==> config.mk <==
export PLATFORM = sky130hd
export DESIGN_NAME = matc_writer
export DESIGN_NICKNAME = d
export VERILOG_FILES = /design/src/rtl/matmul_pkg.sv /design/src/rtl/matc_narrow.sv /design/src/rtl/matc_writer.sv
export SDC_FILE = /design/constraint.sdc
export NUM_CORES = 1
export LEC_CHECK = 0
export CAP_MARGIN = 5
export CORE_ASPECT_RATIO = 1.4
export CORE_MARGIN = 1
export CORE_UTILIZATION = 46
export DETAILED_ROUTE_END_ITERATION = 7
export PLACE_DENSITY = 0.74
export SLEW_MARGIN = 20
export SYNTH_ARGS = -nofsm -noshare
export SYNTH_HDL_FRONTEND = slang
export SYNTH_HIERARCHICAL = 1
export SYNTH_SLANG_ARGS = --single-unit
==> constraint.sdc <==
create_clock -name clk -period 4.65 [get_ports clk]
set_input_delay 0.93 -clock clk [delete_from_list [all_inputs] [get_ports clk]]
set_output_delay 0.93 -clock clk [all_outputs]
set_load 0.1 [all_outputs]
==> src/rtl/matmul_pkg.sv <==
// matmul_pkg: shared constants, write-side FSM states and RAM layout helper for the 8x8 matmul.
// Contents:
//   MAT_N, ACC_W, DATA_W, ADDR_W  - matrix dimension and datapath widths
//   wr_state_t                    - matc_writer FSM states
//   colmaj_addr(row, col)         - column-major RAM address (col*MAT_N + row)
package matmul_pkg;

    localparam int MAT_N  = 8;
    localparam int ACC_W  = 19;
    localparam int DATA_W = 8;
    localparam int ADDR_W = 8;

    typedef enum logic [1:0] {IDLE, ACCEPT, FLUSH, DONE} wr_state_t;

    function automatic logic [ADDR_W-1:0] colmaj_addr(
        input logic [ADDR_W-1:0] row,
        input logic [ADDR_W-1:0] col
    );
        return ADDR_W'(col * MAT_N + row);
    endfunction

endpackage

==> src/rtl/matc_narrow.sv <==
// matc_narrow: combinational conversion of a signed accumulator value to a signed RAM word.
// Ports:
//   in_i   in  ACC_W   signed accumulator value
//   out_o  out DATA_W  signed narrowed value
// Build option MATC_WRITER_SAT_EN: saturate to the DATA_W range instead of truncating.
module matc_narrow #(
    parameter int ACC_W  = matmul_pkg::ACC_W,
    parameter int DATA_W = matmul_pkg::DATA_W
) (
    input  logic signed [ACC_W-1:0]  in_i,
    output logic signed [DATA_W-1:0] out_o
);
`ifdef MATC_WRITER_SAT_EN
    localparam logic signed [ACC_W-1:0] HI = ACC_W'((1 << (DATA_W - 1)) - 1);
    localparam logic signed [ACC_W-1:0] LO = -HI - ACC_W'(1);
    always_comb begin
        out_o = (in_i > HI) ? DATA_W'(HI) : (in_i < LO) ? DATA_W'(LO) : in_i[DATA_W-1:0];
    end
`else
    // Two's-complement wrap: the upper accumulator bits are simply dropped.
    logic unused_hi;
    assign unused_hi = ^in_i[ACC_W-1:DATA_W];
    always_comb begin
        out_o = in_i[DATA_W-1:0];
    end
`endif
endmodule

==> src/rtl/matc_writer.sv <==
// matc_writer: stores a row-major result stream into RAM in column-major layout, narrowed to RAM width.
// Ports:
//   clk, rst_n       clock, asynchronous active-low reset
//   start            pulse; begins a matrix store when idle
//   in_valid/in_ready/in_data   result element handshake (row-major, ACC_W signed)
//   ram_we/ram_addr/ram_wdata   registered RAM write port (addr = col*N + row)
//   busy             store in progress (ACCEPT or FLUSH)
//   done             one-cycle pulse after the last write has been issued
//   count            elements accepted in the current store
// Build option MATC_WRITER_SAT_EN: saturating narrowing (see matc_narrow).
module matc_writer #(
    parameter int N      = matmul_pkg::MAT_N,
    parameter int ACC_W  = matmul_pkg::ACC_W,
    parameter int DATA_W = matmul_pkg::DATA_W,
    parameter int ADDR_W = matmul_pkg::ADDR_W
) (
    input  logic                     clk,
    input  logic                     rst_n,
    input  logic                     start,
    input  logic                     in_valid,
    output logic                     in_ready,
    input  logic signed [ACC_W-1:0]  in_data,
    output logic                     ram_we,
    output logic [ADDR_W-1:0]        ram_addr,
    output logic signed [DATA_W-1:0] ram_wdata,
    output logic                     busy,
    output logic                     done,
    output logic [ADDR_W-1:0]        count
);
    import matmul_pkg::*;

    localparam logic [ADDR_W-1:0] LAST_IDX = ADDR_W'(N - 1);
    localparam logic [ADDR_W-1:0] LAST_CNT = ADDR_W'(N * N - 1);

    wr_state_t                state_q;
    logic [ADDR_W-1:0]        row_q, col_q, count_q, row_d, col_d;
    logic                     in_ready_q, ram_we_q, busy_q, done_q;
    logic [ADDR_W-1:0]        ram_addr_q;
    logic signed [DATA_W-1:0] ram_wdata_q, narrow_d;
    logic                     accept;

    matc_narrow #(.ACC_W(ACC_W), .DATA_W(DATA_W)) u_narrow (
        .in_i  (in_data),
        .out_o (narrow_d)
    );

    // in_ready_q is high exactly while in ACCEPT.
    assign accept = in_ready_q & in_valid;

    // Row-major walk: col is the fast index; row only wraps on the final beat.
    always_comb begin
        col_d = (col_q == LAST_IDX) ? '0 : col_q + 1'b1;
        row_d = (col_q != LAST_IDX) ? row_q : (row_q == LAST_IDX) ? '0 : row_q + 1'b1;
    end

    always_ff @(posedge clk or negedge rst_n) begin
        if (!rst_n) begin
            state_q     <= IDLE;
            row_q       <= '0;
            col_q       <= '0;
            count_q     <= '0;
            in_ready_q  <= 1'b0;
            ram_we_q    <= 1'b0;
            ram_addr_q  <= '0;
            ram_wdata_q <= '0;
            busy_q      <= 1'b0;
            done_q      <= 1'b0;
        end else begin
            ram_we_q <= accept;
            done_q   <= 1'b0;
            if (accept) begin
                ram_addr_q  <= colmaj_addr(row_q, col_q);
                ram_wdata_q <= narrow_d;
                row_q       <= row_d;
                col_q       <= col_d;
                count_q     <= count_q + 1'b1;
            end
            case (state_q)
                IDLE: if (start) begin
                    row_q      <= '0;
                    col_q      <= '0;
                    count_q    <= '0;
                    in_ready_q <= 1'b1;
                    busy_q     <= 1'b1;
                    state_q    <= ACCEPT;
                end
                ACCEPT: if (accept && count_q == LAST_CNT) begin
                    in_ready_q <= 1'b0;
                    state_q    <= FLUSH;
                end
                // The last write sits on the RAM port during FLUSH.
                FLUSH: begin
                    busy_q  <= 1'b0;
                    done_q  <= 1'b1;
                    state_q <= DONE;
                end
                DONE:    state_q <= IDLE;
                default: state_q <= IDLE;
            endcase
        end
    end

    assign in_ready  = in_ready_q;
    assign ram_we    = ram_we_q;
    assign ram_addr  = ram_addr_q;
    assign ram_wdata = ram_wdata_q;
    assign busy      = busy_q;
    assign done      = done_q;
    assign count     = count_q;

endmodule
==> Changelog: implementation <==
### Physical design

- Non-clock inverter count in the final layout: 11
- Worst EP arrival: ~1900 ps
- Post-route clock period utilization: around 62%
- Number of standard cells reported by yosys: 241
- Total via count after detailed routing: 1702
- Worst slew margin relative to its limit: 34.6%
- Met2 Routed Length: around 2200 um
- Main logic family after synthesis: simple AND/OR/NAND/NOR gates
- Synthesized chip area reported by yosys: between 0.002 and 0.0025 mm2
- P_leak: approximately 1.4 nW
- Number of iterations in the first detailed-routing pass: 4
- Cell taking the most area after synthesis: dfrtp_1
- Multiplexer area fraction after synthesis: about 2.2%
- Overflow left after global routing: 0
- Run status: completed
- Count of input and output buffers: 39
- Launching point of the worst reg2reg path: col_q[0]
- Number of nets in the finished design: between 300 and 400
- Die Span Y: approximately 86 um
- Non-Clock Buffer Area Fraction: roughly 14%
- Ratio of cells with drive above 1 in the final layout: slightly above 5%
power by group through the flow:
| stage | registers (W) | logic (W) | clock network (W) |
|---|---|---|---|
| floorplan | 0.000408 | 0.00000523 | 0 |
| global placement | 0.000408 | 0.0000183 | 0 |
| detailed placement | 0.000408 | 0.0000181 | 0 |
| CTS | 0.000400 | 0.0000183 | 0.000236 |
| global route | 0.000400 | 0.0000201 | 0.000251 |
| finish | 0.000400 | 0.0000177 | 0.000225 |
flip-flops by register name (all words and copies together) (netlist names):
name,flops
ram_we,1
done,1
busy,1
ram_addr,8
col_q,8
ram_wdata,8
state_q,2
count,8
in_ready,1
row_q,8
logic make-up after synthesis:
logic type,after synthesis
buffers and inverters,26
DFF,46
AOI/OAI and AO/OA,21
and+or+nand+nor,112
adders and majority gates,11
muxes,5
xor gates and xnor gates,20
placed cells by master, fill, tap and decap left out, types with 2 or more instances in the layout:
master	n
xor2_1	14
nor2_1	21
o21ai_0	7
nand3_1	5
dfrtp_1	46
nor3_1	3
or3_1	3
clkbuf_1	2
nand4_1	9
mux2i_1	4
and3_1	4
clkbuf_8	5
xnor2_1	6
nand2_1	58
ha_1	10
clkdlybuf4s50_1	38
inv_1	10
buf_4	2
a21oi_1	7
stage by stage:
step           total power, W  area (um2)
6_report             0.000643        2790
5_1_grt              0.000670        2790
4_1_cts              0.000653        2780
3_5_place_dp         0.000426        2710
3_3_place_gp         0.000426        2710
2_1_floorplan        0.000413        2330
worst register-to-register path: cells and delay by family (launching register included):
family                   cells  cell delay (ps)
AND/OR/NAND/NOR              2              200
flip-flops                   1              430
AND-OR/OR-AND                2              420
adder cells (fa/ha/maj)      2              600
buffers and inverters        1               50
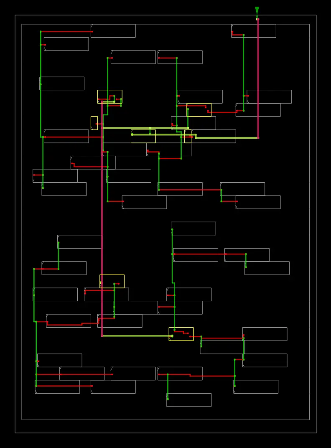
**Above:** clock nets.
clock sink total: 46
num sequential: 46
Clk. pwr: 0.000225 W

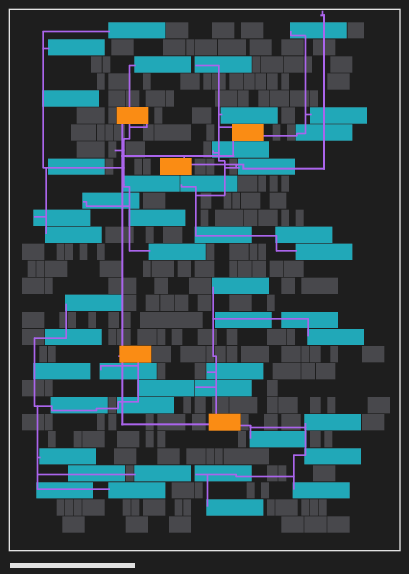
**Above:** clock wires, drivers and flops.
The bar under the picture is 20 um long.
[orange] clock-net drivers | count: 5
[cyan] flip-flops | count: 46
[purple] clock wires | length: 542 um
routed clock nets: 6
flops lie: all over the die
part of the power in the clock network: 35.1%
Fin Clk Skew: 3.69 ps
clock latency of the later-clocked register in the worst-skew pair: 290 ps

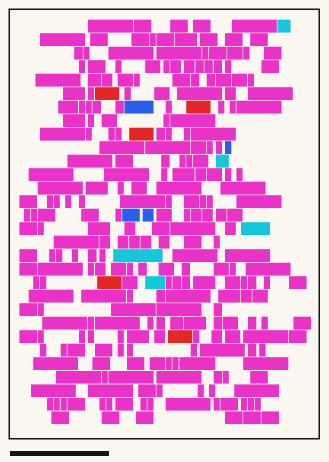
**Above:** cells by drive strength.
The bar under the picture is 20 um long.
[blue] x2 | cells: 4
[cyan] x3 and x4 | cells: 5 | most used: buf_4
[magenta] x1 and smaller | cells: 259 | most used: nand2_1
[red] x6 and larger | cells: 5 | most used: clkbuf_8

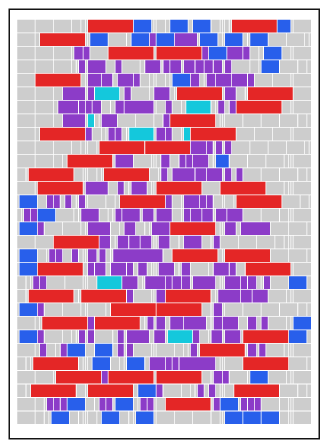
**Above:** placement by cell class.
Fill, decap, tap and diode cells in grey.
[blue] remaining buffers and delay cells | cells: 40 | share of their area: 15%
[cyan] clock drivers and dummy loads | cells: 7 | share of their area: 2.8%
[purple] remaining logic cells | cells: 180 | share of their area: 40%
[red] registers | cells: 46 | share of their area: 43%
total core area: 0.00484 mm2
flip-flop and latch share of the layout cell area: 41.3%
final cell area excluding filler cells: 0.00279 mm2
utilization of the core after routing: 57.5%
Placement Rows: 30

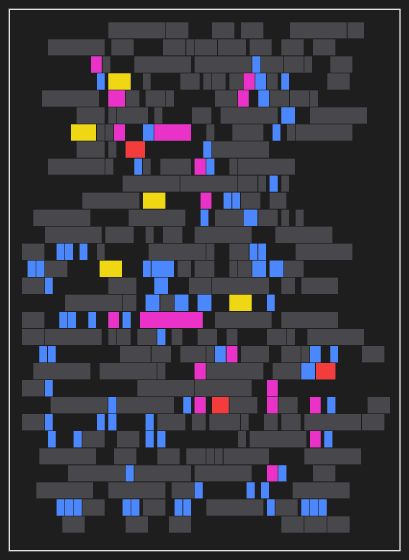
**Above:** gate-type map.
[yellow] mux cells | cells: 5 | most used: mux2i_1
[blue] nand cells | cells: 73 | most used: nand2_1 | where: all over the die
[red] non-inverting ao/oa cells | cells: 3
[magenta] aoi and oai cells | cells: 18

No activity file was given, so power comes from the tool's default toggle rates.
